Fig. 1: wires at chosen ports, followed through buffers
Scale: 4 px per um.
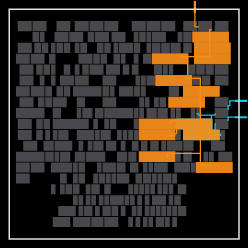
Fig. 2: signal wires on met3
Scale: 8 px per um. Cells faint in the background.
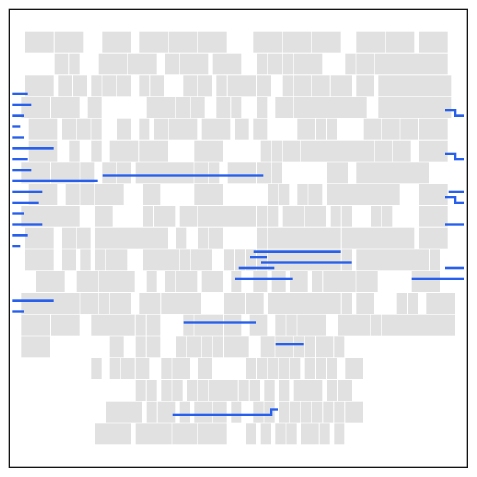
Fig. 3: congestion heat map
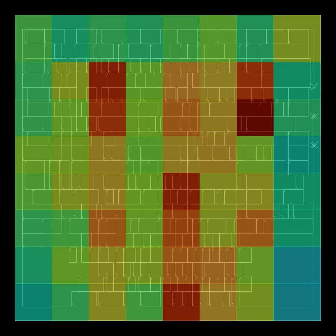
Fig. 4: cell density map
Scale: 6 px per um. The die is cut into 11 by 11 equal tiles; dark blue is low, red is high, 0 to 100% covered.
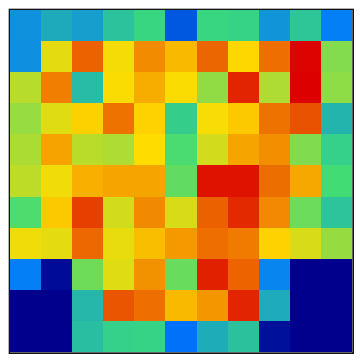
[src/rtl/rr_mux_n.sv]
// -----------------------------------------------------------------------------
// rr_mux_n
// N-channel, WIDTH-bit registered multiplexer with a valid/ready handshake on
// every input channel and on the single output stage. The source channel is
// picked either by a round-robin search or by an external fixed select.
//
// Ports
//   clk        system clock, all state changes on the rising edge
//   rst_n      asynchronous active-low reset (deassertion expected to be
//              synchronised to clk by the reset generator)
//   in_data    packed channel words, channel i at [i*WIDTH +: WIDTH]
//   in_valid   per-channel "word present"
//   in_ready   per-channel "word accepted this cycle" (combinational)
//   mode       0 = round-robin, 1 = fixed select
//   fix_sel    channel index used when mode = 1
//   out_data   registered selected word
//   out_sel    index of the channel that supplied out_data
//   out_valid  out_data holds a word
//   out_ready  consumer accepts out_data
//   xfer_cnt   (only with RR_MUX_N_CNT_EN) 16-bit saturating accepted-word
//              counter per channel, channel i at [i*16 +: 16]
//
// Build option
//   `define RR_MUX_N_CNT_EN adds the xfer_cnt port and its counters.
// -----------------------------------------------------------------------------
module rr_mux_n #(
    parameter int N_CH  = 4,
    parameter int WIDTH = 8,
    parameter int SELW  = $clog2(N_CH)
) (
    input  logic                    clk,
    input  logic                    rst_n,
    input  logic [N_CH*WIDTH-1:0]   in_data,
    input  logic [N_CH-1:0]         in_valid,
    output logic [N_CH-1:0]         in_ready,
    input  logic                    mode,
    input  logic [SELW-1:0]         fix_sel,
    output logic [WIDTH-1:0]        out_data,
    output logic [SELW-1:0]         out_sel,
    output logic                    out_valid,
    input  logic                    out_ready
`ifdef RR_MUX_N_CNT_EN
    ,
    output logic [N_CH*16-1:0]      xfer_cnt
`endif
);

    logic [SELW-1:0]  ptr_r;
    logic [WIDTH-1:0] out_data_r;
    logic [SELW-1:0]  out_sel_r;
    logic             out_valid_r;

    logic             load_s;
    logic             rr_grant_s;
    logic [SELW-1:0]  rr_idx_s;
    logic             fx_grant_s;
    logic [SELW-1:0]  fx_idx_s;
    logic             grant_s;
    logic [SELW-1:0]  gnt_idx_s;
    logic [SELW-1:0]  ptr_next_s;
    logic [WIDTH-1:0] sel_data_s;

    // The output stage can take a new word when it is empty or being drained.
    assign load_s = !out_valid_r || out_ready;

    // Round-robin search starting at ptr_r and wrapping at N_CH (which need not
    // be a power of two, so the wrap is an explicit compare, not a bit mask).
    always_comb begin
        int  cand_i;
        logic hit_s;
        rr_grant_s = 1'b0;
        rr_idx_s   = {SELW{1'b0}};
        cand_i     = 0;
        hit_s      = 1'b0;
        for (int k = 0; k < N_CH; k++) begin
            cand_i     = int'(ptr_r) + k;
            cand_i     = (cand_i >= N_CH) ? (cand_i - N_CH) : cand_i;
            hit_s      = !rr_grant_s && in_valid[SELW'(cand_i)];
            rr_grant_s = rr_grant_s | hit_s;
            rr_idx_s   = hit_s ? SELW'(cand_i) : rr_idx_s;
        end
    end

    // Fixed select: only an in-range index with a valid word can be granted,
    // so an out-of-range fix_sel simply never matches any channel.
    always_comb begin
        logic hit_s;
        fx_grant_s = 1'b0;
        fx_idx_s   = {SELW{1'b0}};
        hit_s      = 1'b0;
        for (int i = 0; i < N_CH; i++) begin
            hit_s      = (fix_sel == SELW'(i)) && in_valid[i];
            fx_grant_s = fx_grant_s | hit_s;
            fx_idx_s   = hit_s ? SELW'(i) : fx_idx_s;
        end
    end

    // Mode selects which search result is used; mode changes act immediately.
    assign grant_s    = mode ? fx_grant_s : rr_grant_s;
    assign gnt_idx_s  = mode ? fx_idx_s   : rr_idx_s;
    assign ptr_next_s = (gnt_idx_s == SELW'(N_CH - 1)) ? {SELW{1'b0}}
                                                       : (gnt_idx_s + SELW'(1));

    // Data mux and one-hot ready; ready is gated by load so backpressure
    // holds every producer.
    always_comb begin
        sel_data_s = {WIDTH{1'b0}};
        in_ready   = {N_CH{1'b0}};
        for (int i = 0; i < N_CH; i++) begin
            sel_data_s  = (gnt_idx_s == SELW'(i)) ? in_data[i*WIDTH +: WIDTH] : sel_data_s;
            in_ready[i] = load_s && grant_s && (gnt_idx_s == SELW'(i));
        end
    end

    // Output register stage: load on grant, empty on a load cycle without
    // grant (keeping the last data/sel), hold under backpressure.
    always_ff @(posedge clk or negedge rst_n) begin
        if (!rst_n) begin
            out_data_r  <= {WIDTH{1'b0}};
            out_sel_r   <= {SELW{1'b0}};
            out_valid_r <= 1'b0;
        end else if (load_s) begin
            if (grant_s) begin
                out_data_r  <= sel_data_s;
                out_sel_r   <= gnt_idx_s;
                out_valid_r <= 1'b1;
            end else begin
                out_valid_r <= 1'b0;
            end
        end
    end

    // Round-robin pointer: advances past the granted channel, only in
    // round-robin mode, and survives mode switches untouched.
    always_ff @(posedge clk or negedge rst_n) begin
        if (!rst_n) begin
            ptr_r <= {SELW{1'b0}};
        end else if (load_s && grant_s && (mode == 1'b0)) begin
            ptr_r <= ptr_next_s;
        end
    end

    assign out_data  = out_data_r;
    assign out_sel   = out_sel_r;
    assign out_valid = out_valid_r;

`ifdef RR_MUX_N_CNT_EN
    logic [15:0] cnt_r [N_CH];

    // Per-channel accepted-word counters, saturating at all-ones.
    always_ff @(posedge clk or negedge rst_n) begin
        if (!rst_n) begin
            for (int i = 0; i < N_CH; i++) begin
                cnt_r[i] <= 16'h0000;
            end
        end else begin
            for (int i = 0; i < N_CH; i++) begin
                if (in_valid[i] && in_ready[i] && (cnt_r[i] != 16'hFFFF)) begin
                    cnt_r[i] <= cnt_r[i] + 16'd1;
                end
            end
        end
    end

    // Pack counters onto the flat output port.
    always_comb begin
        xfer_cnt = {(N_CH*16){1'b0}};
        for (int i = 0; i < N_CH; i++) begin
            xfer_cnt[i*16 +: 16] = cnt_r[i];
        end
    end
`endif

endmodule

[config.mk]
export PLATFORM = sky130hd
export DESIGN_NAME = rr_mux_n
export DESIGN_NICKNAME = d
export VERILOG_FILES = /design/src/rtl/rr_mux_n.sv
export SDC_FILE = /design/constraint.sdc
export NUM_CORES = 1
export LEC_CHECK = 0
export ABC_AREA = 1
export CORE_UTILIZATION = 42
export CTS_CLUSTER_DIAMETER = 30
export CTS_CLUSTER_SIZE = 20
export DETAILED_ROUTE_END_ITERATION = 7
export GPL_ROUTABILITY_DRIVEN = 0
export PLACE_DENSITY = 0.82
export REMOVE_ABC_BUFFERS = 1
export SLEW_MARGIN = 20
export SYNTH_ARGS = -nofsm -noshare
export SYNTH_HDL_FRONTEND = slang
export SYNTH_SLANG_ARGS = --single-unit
[constraint.sdc]
create_clock -name clk -period 4.9 [get_ports clk]
set_clock_uncertainty 0.05 [all_clocks]
set_input_delay 1.47 -clock clk [delete_from_list [all_inputs] [get_ports clk]]
set_output_delay 1.47 -clock clk [all_outputs]
set_load 0.05 [all_outputs]
==> results.json <==
{
  "cp-end-kind": "output port",
  "worst_pin_slew_ns": 0.554,
  "dpl.hpwl_um": 2720,
  "fin_hold_ws_ns": 0.431,
  "synth_seq_share": 0.255,
  "p_clk_frac": 0.053,
  "violations": "design-rule violations",
  "ys_cells": 208,
  "r2r_start": "ptr_r[0]",
  "crit_path_end": "in_ready[2]",
  "top_cells_by_count": "nand2_1 (78), nand3_1 (23), inv_1 (19)",
  "buffer_area_frac": 0.341,
  "synth_cells": 208,
  "dpl_worst_slack_ns": -0.0878,
  "top_area_cell": "dfrtp_1",
  "outcome": "finished, violations left",
  "firstDrtPassIters": 6,
  "period_used_share": 0.962,
  "layout.nets": 318,
  "grtUsageTotal": 0.213,
  "p_clk_uw": 62.2,
  "slew_violations": 0,
  "worstPathArrival_ns": 3.19,
  "ios": 57,
  "largest_cell_class": "multi-input combinational cells",
  "setup_slack_ns": 0.188,
  "die-area_um2": 3260,
  "r2r_end": "out_data[5]",
  "fmax_mhz": 212,
  "synthArstFlopShare": 1.00,
  "grt-ovfl-total": 0,
  "met1_usage": 0.294,
  "io_buffers": 56,
  "die_w_um": 57.1,
  "syn_to_final_growth_pct": 58.7,
  "regArea_um2": 325,
  "edf_count": 0,
  "setup_viol": 0,
  "clock_path_buffers": 2,
  "wl_met1_um": 1610,
  "fin_setup_tns_ns": 0,
  "drcViolationCount": 6,
  "clk_pin_slew_worst_paths_ns": 0.07,
  "switchingPower_uw": 633,
  "hold_path_end": "out_data[1]",
  "post_cts_buffers": 0,
  "grt_pass1_wl_um": 5520,
  "drv_cap": 0,
  "hold_depth": 2,
  "n_all_buffers": 67,
  "rr_worst_depth": 19,
  "rsz0062_at_grt": "no",
  "cts_resized": 5,
  "antenna_found_initial": 0,
  "yosysTopAreaCellShare": 0.255,
  "via_count": 1445,
  "coreArea_um2": 2810,
  "p_int_uw": 536,
  "final_cells": 302,
  "vdd_drop_max_uv": 345,
  "hold_path_class": "register to register",
  "drt-initial-drc-count": 66,
  "nFlopsAndLatches": 13,
  "dp_cells": 298,
  "rows": 19,
  "grt_max_degree": 17,
  "final_cell_mix": "nand2_1 (75), clkdlybuf4s50_1 (48), nand2_2 (21)",
  "yosysUniqueCellTypes": 25,
  "met2_length_um": 1550,
  "power.total_uw": 1170,
  "logic_gates": 164,
  "final_common_cell": "nand2_1",
  "ant_nets": 0,
  "placed_area_um2": 1940,
  "syn_area_um2": 1270,
  "numSynthFlops": 13,
  "inv_count": 23,
  "comb-power_uw": 907,
  "clockRootBuffer": "clkbuf_4",
  "wire_per_inst_um": 10.9,
  "synth-adder-area-share": 0.0393,
  "postLayoutCellArea_um2": 2020,
  "cp_data_required_time_ns": 3.38,
  "synthFlopType": "dfrtp_1",
  "synth_compound_gate_area_share": 0.0982,
  "seq_share": 0.161,
  "mux_area_frac": 0,
  "initial_core_util": 0.454,
  "path_cells": "dlygate4sd2_1, inv_1, nand2_2, nand3_1, nand2_2, nor2_4, nand3_2, nor2b_4, nand2_1, buf_4, ha_2, inv_1, nor2_2, buf_12",
  "crit_path_start": "in_valid[3]",
  "crit_fanout": 3,
  "openroad.warnings": 28,
  "routed_via_density": 4.78,
  "power.leakage_uw": 0.00103,
  "n_fill_cell": 227,
  "clock_sinks": 13,
  "num_tap_cells": 31,
  "seqPwrFrac": 0.171,
  "area_leaders": "dfrtp_1 (26%), nand2_1 (23%), nand3_1 (9.0%)",
  "max_stage_delay_ns": 0.27,
  "drive_above_1_share": 0.225,
  "netSwitchingFraction": 0.541,
  "diodes": 0,
  "avgSynthCellArea_um2": 6.12,
  "top_cell": "nand2_1",
  "largest_register_ff_count": 8,
  "clk_latency_ns": 0.26,
  "ys_sh_xor": 0,
  "wirelength_um": 3300,
  "clock_area_frac": 0.0130,
  "comb_share": 0.422,
  "crit_family": "simple AND/OR/NAND/NOR gates",
  "cp.depth": 14,
  "cts_buffers": 3,
  "die_h_um": 57.1,
  "n_clock_buffer": 4,
  "holdBufCountCts": 0,
  "logic_family": "simple AND/OR/NAND/NOR gates",
  "ys.warnings.count": 0,
  "pwr-share-comb": 0.776,
  "comb_area_um2": 853,
  "top_layer_used": "met3",
  "maxPowerGroup": "combinational logic",
  "fin_util": 0.721,
  "finalHoldViolations": 0,
  "period_needed_ns": 4.71
}
About Fig. 1:
- orange: rst_n (bits 1; direction input; end cells 13; buffers 1; wire 75.3 um)
- cyan: out_sel (bits 2; direction output; end cells 2; buffers 2; wire 17.6 um)

About Fig. 2:
- share of all routed wire: 4.4%
- wire length on this layer: 145 um
- main direction: horizontal

About Fig. 3:
GRT met2 Usage: 0.350
Most Used Layer, Global Route: met2
GR met3 Demand/Resource: 0.0204

About Fig. 4:
- emptiest ninth of the die: lower right
- mean over tiles: 61%
- nearly empty tiles: 8.3%
- fullest tile: 100%
- tiles over 75% full: 40%

Power and IR drop assume default switching activity.
